## config.mk

```make
export PLATFORM = sky130hd
export DESIGN_NAME = output_deskew
export DESIGN_NICKNAME = d
export VERILOG_FILES = /design/src/rtl/output_deskew_pkg.sv /design/src/rtl/output_deskew_row_fifo.sv /design/src/rtl/output_deskew.sv
export SDC_FILE = /design/constraint.sdc
export NUM_CORES = 1
export LEC_CHECK = 0
export CAP_MARGIN = 5
export CORE_MARGIN = 2
export CORE_UTILIZATION = 50
export CTS_CLUSTER_SIZE = 28
export DETAILED_ROUTE_END_ITERATION = 16
export GPL_TIMING_DRIVEN = 1
export PLACE_DENSITY = 0.74
export SETUP_SLACK_MARGIN = 0.4
export SYNTH_ARGS = -nofsm -noshare
export SYNTH_HDL_FRONTEND = slang
export SYNTH_SLANG_ARGS = --single-unit
export TNS_END_PERCENT = 30
```

## constraint.sdc

```tcl
create_clock -name clk -period 2.8 [get_ports clk]
set_clock_uncertainty 0.1 [all_clocks]
set_input_delay 0.56 -clock clk [delete_from_list [all_inputs] [get_ports clk]]
set_output_delay 0.56 -clock clk [all_outputs]
set_load 0.01 [all_outputs]
```

## src/rtl/output_deskew_pkg.sv

```systemverilog
// Shared configuration for the accumulator output path: array geometry,
// row FIFO depth, drain FSM states and the optional ReLU clamp helper.
package Config;
  localparam int sys_cols       = 4;
  localparam int P_BITWIDTH     = 16;
  localparam int OUT_FIFO_DEPTH = 4;

  typedef enum logic [1:0] {IDLE, ACTIVE, DRAIN, DONE} drain_state_t;

  typedef logic [sys_cols-1:0][P_BITWIDTH-1:0] row_t;

  // Clamp every signed element of a row to zero if it is negative.
  function automatic row_t relu_row(input row_t r);
    row_t o;
    for (int j = 0; j < sys_cols; j++)
      o[j] = r[j][P_BITWIDTH-1] ? '0 : r[j];
    return o;
  endfunction
endpackage

```

## src/rtl/output_deskew_row_fifo.sv

```systemverilog
// Row FIFO for aligned output rows. A push while full only lands if a pop
// frees a slot in the same cycle; reads come from registered storage only.
module row_fifo #(
  parameter int WIDTH = 64,
  parameter int DEPTH = 4
) (
  input  logic                     clk,
  input  logic                     rst,
  input  logic                     push,
  input  logic [WIDTH-1:0]         wdata,
  input  logic                     pop,
  output logic [WIDTH-1:0]         rdata,
  output logic                     full,
  output logic                     empty,
  output logic [$clog2(DEPTH):0]   count
);
  localparam int AW = $clog2(DEPTH);
  localparam logic [AW:0] FULL_CNT = (AW+1)'(DEPTH);

  logic [WIDTH-1:0] mem [DEPTH];
  logic [AW-1:0]    wr_ptr, rd_ptr;
  logic             do_push, do_pop;

  assign full    = (count == FULL_CNT);
  assign empty   = (count == '0);
  assign do_pop  = pop && !empty;
  assign do_push = push && (!full || do_pop);
  assign rdata   = empty ? '0 : mem[rd_ptr];

  always_ff @(posedge clk)
    if (do_push) mem[wr_ptr] <= wdata;

  always_ff @(posedge clk) begin
    if (rst) begin
      wr_ptr <= '0;
      rd_ptr <= '0;
      count  <= '0;
    end else begin
      if (do_push) wr_ptr <= wr_ptr + 1'b1;
      if (do_pop)  rd_ptr <= rd_ptr + 1'b1;
      case ({do_push, do_pop})
        2'b10:   count <= count + 1'b1;
        2'b01:   count <= count - 1'b1;
        default: count <= count;
      endcase
    end
  end
endmodule

```

## src/rtl/output_deskew.sv

```systemverilog
// Deskews the column-staggered accumulator stream into whole rows, buffers
// them for write-back and reports drain completion. OUT_RELU_EN clamps negatives.
module output_deskew
  import Config::*;
(
  input  logic                                 clk,
  input  logic                                 rst,
  input  logic [sys_cols-1:0]                  read_out,
  input  logic [sys_cols-1:0][P_BITWIDTH-1:0]  i_data,
  input  logic                                 acc_done,
  output logic                                 o_valid,
  input  logic                                 o_ready,
  output logic [sys_cols-1:0][P_BITWIDTH-1:0]  o_data,
  output logic [15:0]                          o_row_cnt,
  output logic                                 o_done,
  output logic                                 overflow,
  output logic                                 align_err
);
  localparam int RW = sys_cols*P_BITWIDTH;

  logic [sys_cols-1:0] al_vld, col_busy;
  row_t                al_data, wr_row;
  logic                push, row_pop, fifo_full, fifo_empty;
  logic [$clog2(OUT_FIFO_DEPTH):0] fifo_count;
  drain_state_t        state;

  // Column j: one capture register plus sys_cols-1-j deskew registers.
  for (genvar j = 0; j < sys_cols; j++) begin : g_col
    localparam int D = sys_cols-1-j;
    logic [D:0]                 vld_pipe;
    logic [D:0][P_BITWIDTH-1:0] dat_pipe;

    always_ff @(posedge clk) begin
      if (rst) begin
        vld_pipe <= '0;
        dat_pipe <= '0;
      end else begin
        vld_pipe[0] <= read_out[j];
        dat_pipe[0] <= i_data[j];
        for (int k = 1; k <= D; k++) begin
          vld_pipe[k] <= vld_pipe[k-1];
          dat_pipe[k] <= dat_pipe[k-1];
        end
      end
    end

    assign al_vld[j]   = vld_pipe[D];
    assign al_data[j]  = dat_pipe[D];
    assign col_busy[j] = |vld_pipe;
  end

  assign push    = al_vld[0];
  assign row_pop = o_valid && o_ready;
  assign o_valid = !fifo_empty;
  assign o_done  = (state == DONE);

`ifdef OUT_RELU_EN
  assign wr_row = relu_row(al_data);
`else
  assign wr_row = al_data;
`endif

  row_fifo #(.WIDTH(RW), .DEPTH(OUT_FIFO_DEPTH)) u_fifo (
    .clk   (clk),
    .rst   (rst),
    .push  (push),
    .wdata (wr_row),
    .pop   (row_pop),
    .rdata (o_data),
    .full  (fifo_full),
    .empty (fifo_empty),
    .count (fifo_count)
  );

  always_ff @(posedge clk) begin
    if (rst) begin
      overflow  <= 1'b0;
      align_err <= 1'b0;
    end else begin
      if (push && fifo_full && !row_pop) overflow <= 1'b1;
      if (al_vld != {sys_cols{al_vld[0]}}) align_err <= 1'b1;
    end
  end

  // Row counter restarts only when a new burst begins from IDLE.
  always_ff @(posedge clk) begin
    if (rst) begin
      state     <= IDLE;
      o_row_cnt <= '0;
    end else begin
      if (row_pop) o_row_cnt <= o_row_cnt + 16'd1;
      case (state)
        IDLE:
          if (acc_done) state <= DRAIN;
          else if (read_out[0]) begin
            state     <= ACTIVE;
            o_row_cnt <= '0;
          end
        ACTIVE: if (acc_done) state <= DRAIN;
        DRAIN:  if (!(|col_busy) && fifo_count == '0) state <= DONE;
        DONE:   state <= IDLE;
        default: state <= IDLE;
      endcase
    end
  end
endmodule

```

==> deck_impl_summary.md <==
Physical Implementation Snapshot

Pwr
  • Comb power frac: 0.247
  • Internal: 12.94 mW
  • Clock Power Share: 0.333
  • Power Dens Cells: 887.2 nW/um^2
  • Power Clock: between 5 and 6 mW

Layout
  • Non-filler cells, final: between 1,500 and 2,000
  • Max reg flops: between 200 and 300

Clock network
  • Clk buf depth: 3
  • Clock Tree Root: clkbuf_16
  • CTS resizes: 250

Drt
  • DRC errors left: 0
  • WL/cell: roughly 18 microns
  • Pre-antenna DRT Iters: 4
  • Number of routed nets with antenna violations: 0

Critical path
  • Worst path required time: 2.14 ns
  • Crit Path Class: reg2out
  • Slowest CP cell: mux4_2
  • Most Frequent Cell on Critical Path: buf_12
  • Critical path depth in cells: 7

Final timing
  • Final setup vio count: 14
  • Worst-Margin Slew: about 0.70 ns
  • Fin. Hold Viols: 0
  • Final worst slack: -0.03063 ns
  • Post-layout minimum cycle time: approximately 2.8 ns

Min path
  • Hold path depth: 3
  • Hold path start: rst
  • Min-Delay Endpoint: align_err$_SDFFE_PP0P_

Logic synthesis
  • Synth warn: 0
  • Mux area share: 0.09270
  • Area reported by Yosys stat: 15,660 sq um
  • Seq cells post-synth: between 400 and 500
  • Nets at Floorplan: a little over 1,000

Floorplan
  • Row count: approximately 64
  • Die W: about 180 microns

Place
  • DP Area: 17,960 sq um

Run status
  • Status: finished, violations left
  • Violated checks: negative setup slack

Run
  • Max Cap Viol: 0

Global route
  • Total congestion overflow: 0
area by class of cell:
| cell class | instances | area [sq um] |
|---|---|---|
| Clock inverter | 15 | 163.9 |
| Tap cell | 396 | 495.5 |
| Timing Repair Buffer | 206 | 2166 |
| Sequential cell | 455 | 11680 |
| Multi-Input combinational cell | 427 | 3855 |
| Inverter | 12 | 45.04 |
| Fill cell | 2231 | 11040 |
| Antenna cell | 2 | 5.005 |
| Clock buffer | 69 | 1297 |
metal layers:
metal  track usage  up-vias  wire length [microns]
met5             0        -                      8
met4       0.05171        2                    630
met1        0.2330     3914                  12370
met2        0.2829      214                  13120
met3       0.04878       58                   1985
li1              -     3796                      -
tightest hold or removal path: stages:
cell	delay (ns)
buf_6	0.08
inv_1	0.06
o21a_1	0.10
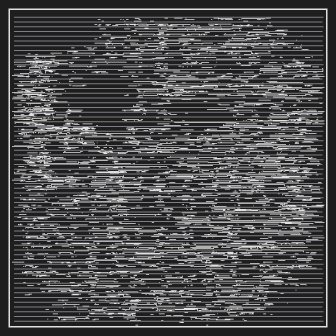
(met1 routing)
Supply wires on this layer in grey.
1,125 nets have wire on it. The wires run mostly horizontal. The layer holds 44% of the routed length.
DR vias: 7,984
met1 Usage GRT: 0.2330
total wire length: 28.11 mm

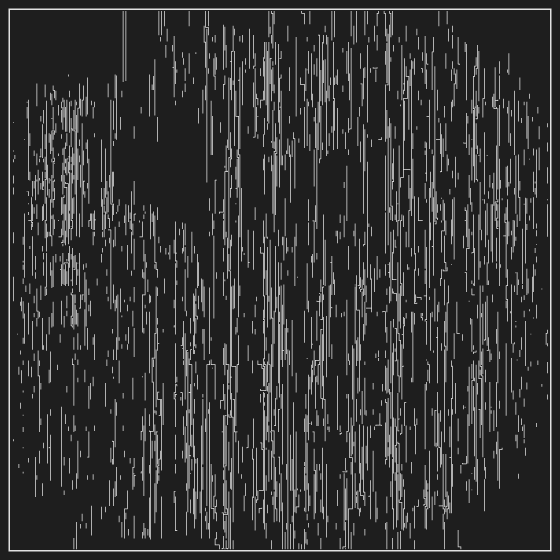
(the metal 2 layer)
The longest straight run is 66.8 microns. The layer carries 13,100 microns of wire.
met2 Usage GRT: 0.2829

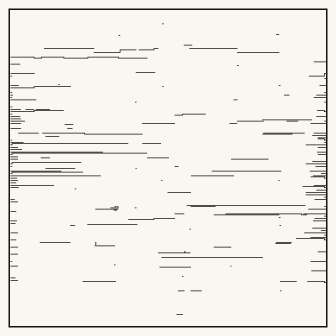
(M3 wires)
The layer holds 7.1% of the routed length. The layer carries 1,990 microns of wire.
GR Util met3: 0.04878

Power and IR drop assume default switching activity.
